<file path="src/rtl/loop_addr_gen.sv">
// Address generator fed by an upstream two-level loop nest: maps each (iter1, iter0) tuple to
// BASE + iter1*STRIDE1 + iter0*STRIDE0 through a product stage and a 4-entry output FIFO.
module loop_addr_gen #(
   parameter int unsigned         ITER_W  = 4,
   parameter int unsigned         ADDR_W  = 16,
   parameter logic [ADDR_W-1:0]   BASE    = '0,
   parameter int unsigned         STRIDE0 = 1,
   parameter int unsigned         STRIDE1 = 4
) (
   input  logic              clk,
   input  logic              rst,
   input  logic              start,
   output logic              loop_init,
   output logic              enable,
   input  logic [ITER_W-1:0] iter0,
   input  logic [ITER_W-1:0] iter1,
   input  logic              iter_last,
   output logic              addr_valid,
   input  logic              addr_ready,
   output logic [ADDR_W-1:0] addr,
   output logic              addr_last,
   output logic              done
);

   localparam int unsigned Depth = 4;

   typedef enum logic [1:0] {StIdle, StRun, StDrain} state_e;

   state_e state_q, state_d;
   logic   loop_init_q, loop_init_d;
   logic   done_q, done_d;

   logic              p1_valid_q;
   logic              p1_last_q;
   logic [ADDR_W-1:0] p1_prod0_q, p1_prod1_q;

   logic [ADDR_W-1:0] fifo_addr_q [Depth];
   logic [Depth-1:0]  fifo_last_q;
   logic [1:0]        wr_ptr_q, rd_ptr_q;
   logic [2:0]        fifo_cnt_q, fifo_cnt_d;

   logic push, pop, head_last;

   assign push       = p1_valid_q;
   assign addr_valid = (fifo_cnt_q != 3'd0);
   assign pop        = addr_valid && addr_ready;
   assign head_last  = fifo_last_q[rd_ptr_q];

   // FSM state register
   always_ff @(posedge clk) begin
      if (rst) begin
         state_q     <= StIdle;
         loop_init_q <= 1'b0;
         done_q      <= 1'b0;
      end else begin
         state_q     <= state_d;
         loop_init_q <= loop_init_d;
         done_q      <= done_d;
      end
   end

   // FSM next state
   always_comb begin
      state_d     = state_q;
      loop_init_d = 1'b0;
      done_d      = 1'b0;
      case (state_q)
         StIdle: begin
            if (start) begin
               state_d     = StRun;
               loop_init_d = 1'b1;
            end
         end
         StRun: begin
            if (enable && iter_last) state_d = StDrain;
         end
         StDrain: begin
            if (pop && head_last) begin
               state_d = StIdle;
               done_d  = 1'b1;
            end
         end
         default: state_d = StIdle;
      endcase
   end

   // FSM outputs; enable depends on registered state only, so no path from addr_ready
   always_comb begin
      loop_init = loop_init_q;
      done      = done_q;
      enable    = (state_q == StRun) && !loop_init_q &&
                  ((fifo_cnt_q + {2'b00, p1_valid_q}) < 3'(Depth));
   end

   always_ff @(posedge clk) begin
      if (rst) begin
         p1_valid_q <= 1'b0;
      end else begin
         p1_valid_q <= enable;
      end
   end

   always_ff @(posedge clk) begin
      if (enable) begin
         p1_last_q  <= iter_last;
         p1_prod0_q <= ADDR_W'(iter0) * ADDR_W'(STRIDE0);
         p1_prod1_q <= ADDR_W'(iter1) * ADDR_W'(STRIDE1);
      end
   end

   always_comb begin
      fifo_cnt_d = fifo_cnt_q;
      case ({push, pop})
         2'b10:   fifo_cnt_d = fifo_cnt_q + 3'd1;
         2'b01:   fifo_cnt_d = fifo_cnt_q - 3'd1;
         default: fifo_cnt_d = fifo_cnt_q;
      endcase
   end

   always_ff @(posedge clk) begin
      if (rst) begin
         wr_ptr_q   <= 2'd0;
         rd_ptr_q   <= 2'd0;
         fifo_cnt_q <= 3'd0;
      end else begin
         if (push) wr_ptr_q <= wr_ptr_q + 2'd1;
         if (pop)  rd_ptr_q <= rd_ptr_q + 2'd1;
         fifo_cnt_q <= fifo_cnt_d;
      end
   end

   always_ff @(posedge clk) begin
      if (push) begin
         fifo_addr_q[wr_ptr_q] <= BASE + p1_prod1_q + p1_prod0_q;
         fifo_last_q[wr_ptr_q] <= p1_last_q;
      end
   end

   // Storage is not reset, so mask the head while the FIFO is empty
   assign addr      = addr_valid ? fifo_addr_q[rd_ptr_q] : '0;
   assign addr_last = addr_valid && head_last;

endmodule

</file>
<file path="config.mk">
export PLATFORM = sky130hd
export DESIGN_NAME = loop_addr_gen
export DESIGN_NICKNAME = d
export VERILOG_FILES = /design/src/rtl/loop_addr_gen.sv
export SDC_FILE = /design/constraint.sdc
export NUM_CORES = 1
export LEC_CHECK = 0
export ABC_AREA = 1
export CAP_MARGIN = 20
export CORE_MARGIN = 2
export CORE_UTILIZATION = 50
export DETAILED_ROUTE_END_ITERATION = 8
export GPL_TIMING_DRIVEN = 0
export PLACE_DENSITY = 0.85
export REMOVE_ABC_BUFFERS = 1
export SLEW_MARGIN = 25
export SYNTH_ARGS = -nofsm -noshare
export SYNTH_HDL_FRONTEND = slang
export SYNTH_SLANG_ARGS = --single-unit
</file>
<file path="constraint.sdc">
create_clock -name clk -period 3.7 [get_ports clk]
set_clock_uncertainty 0.2 [all_clocks]
set_input_delay 0.37 -clock clk [delete_from_list [all_inputs] [get_ports clk]]
set_output_delay 0.37 -clock clk [all_outputs]
set_load 0.01 [all_outputs]
</file>
**A small window of the routed layout**

The bar under the picture is 10 um long. Window x 16 to 56, y 2 to 42 um. Cells in gray, sequential cells in the stronger gray; small squares are vias.
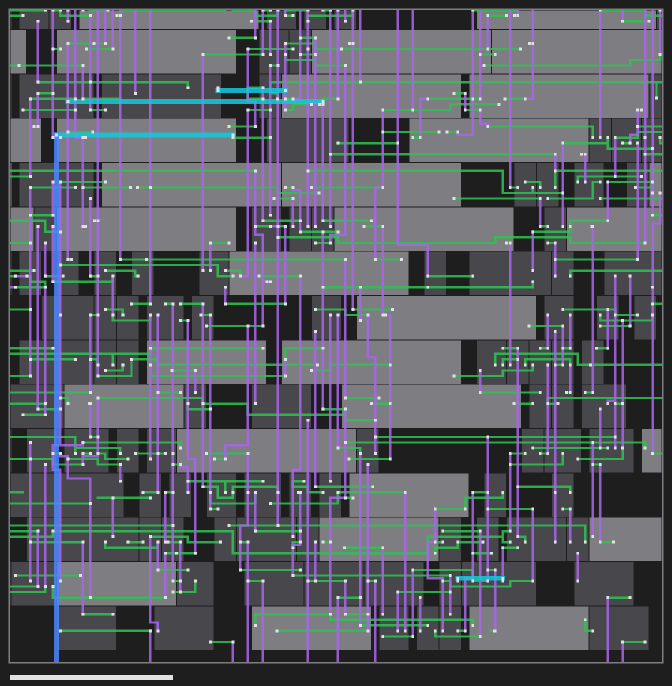
legend:
  green:
    layer: M1
  purple:
    layer: M2
  cyan:
    layer: M3
  blue:
    layer: M4
most frequent: nor2_1 (18), nand2_1 (16), edfxtp_1 (16)
cells with their middle in the window: 118
netlist names of flops here include: fifo_addr_q (10), fifo_last_q (4), fifo_cnt_q (2)
sequential cells in the window: 25

**Track usage over the die**

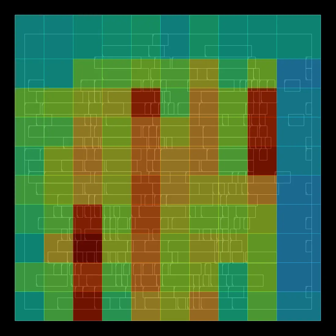
met2 Use GR: 0.300
grt peak-use layer: met2

**M1 wires**

The bar under the picture is 20 um long. Supply wires on this layer in gray. Cells faint in the background.
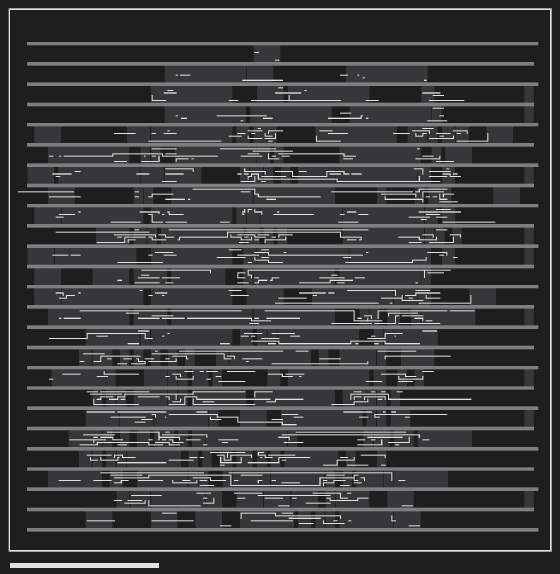
share of all routed wire: 42%
main direction: horizontal

**The metal 2 layer**

The bar under the picture is 20 um long. Cells faint in the background.
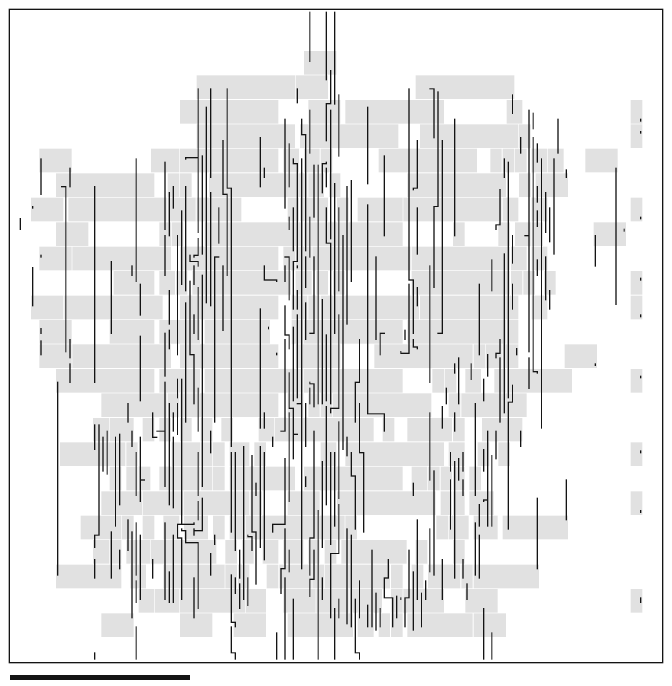
main direction: vertical
longest straight run: 45.6 um
share of all routed wire: 53%

**Sizing map**

The bar under the picture is 20 um long.
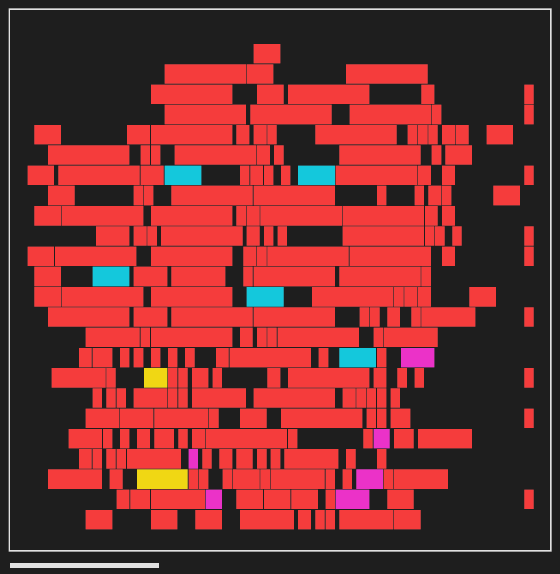
legend:
  cyan:
    size: x6 and larger
    cells: 5
  yellow:
    size: x3 and x4
    cells: 2
  magenta:
    size: x2
    cells: 6
  red:
    size: x1 and smaller
    cells: 222

==> flow_metrics.env <==
# yosys + openroad results
export IMPL_wire_per_inst_um=13.2
export IMPL_clk_latency_ps=300
export IMPL_postRouteWirelength_um=3800
export IMPL_arrival_ps=2130
export IMPL_status="finished clean"
export IMPL_place_congestion=0.753
export IMPL_path_delay_family="buffers and inverters"
export IMPL_ys_seq_frac=0.644
export IMPL_die_x_um=72.5
export IMPL_dr_first_iter_drc_count=52
export IMPL_sw_frac_of_total=0.323
export IMPL_viasPerCell=5.01
export IMPL_power_density_nw_per_um2=599
export IMPL_cp_required_ps=3130
export IMPL_ys_warn_count=0
export IMPL_r2r_slack_ps=1510
export IMPL_seqCellArea_um2=1510
export IMPL_drive_gt1_frac=0.0553
export IMPL_coreArea_um2=4440
export IMPL_leakagePower_nw=0.998
export IMPL_area_delta_synth_final_pct=13.8
## state kept, by name (all words and copies together) (netlist names), named ones only
name / flops
p1_prod1_q: 4
fifo_addr_q: 28
rd_ptr_q: 2
loop_init: 1
state_q: 2
done: 1
wr_ptr_q: 2
p1_valid_q: 1
fifo_last_q: 4
p1_last_q: 1
p1_prod0_q: 4
fifo_cnt_q: 3
## final cells by class
type | count | area share
sequential | 55 | 0.566
clock buffer | 6 | 0.0272
tap | 52 | 0.0244
multi-input combinational | 127 | 0.258
timing repair buffer | 24 | 0.0900
clock inverter | 2 | 0.00469
inverter | 21 | 0.0295
## through the flow
stage               instance area, um2  hold WS, ps
CTS                               2670          307
global route                      2670          319
detailed placement                2580          288
floorplan                         2280          239
global placement                  2580          271
finish                            2670          300
## worst paths after layout
path / end / cells after the start
max: addr[2] / 4
min: fifo_last_q[3] / 0
max reg2reg: fifo_cnt_q[2] / 9
min reg2reg: fifo_last_q[3] / 0
## cell usage in the layout (no fill, tap or decap), types with 4 or more instances in the layout
cell / count
a21oi_1: 14
clkbuf_8: 5
clkdlybuf4s50_1: 24
conb_1: 9
dfxtp_1: 14
edfxtp_1: 41
ha_1: 7
inv_1: 20
nand2_1: 21
nand3_1: 4
nor2_1: 40
o21ai_0: 15
## routing by layer
| metal | track usage | vias to the layer above |
|---|---|---|
| li1 | - | 728 |
| met1 | 0.185 | 670 |
| met2 | 0.300 | 35 |
| met3 | 0.0444 | 4 |
| met4 | 0.0700 | 0 |
| met5 | 0 | - |
## kinds of logic (layout without fill, tap and decap cells)
family,Yosys count,count (layout)
AOI/OAI and AO/OA,33,33
adders and majority gates,9,9
other,1,9
buffers and inverters,35,53
DFF,55,55
and+or+nand+nor,74,74
xor gates and xnor gates,2,2
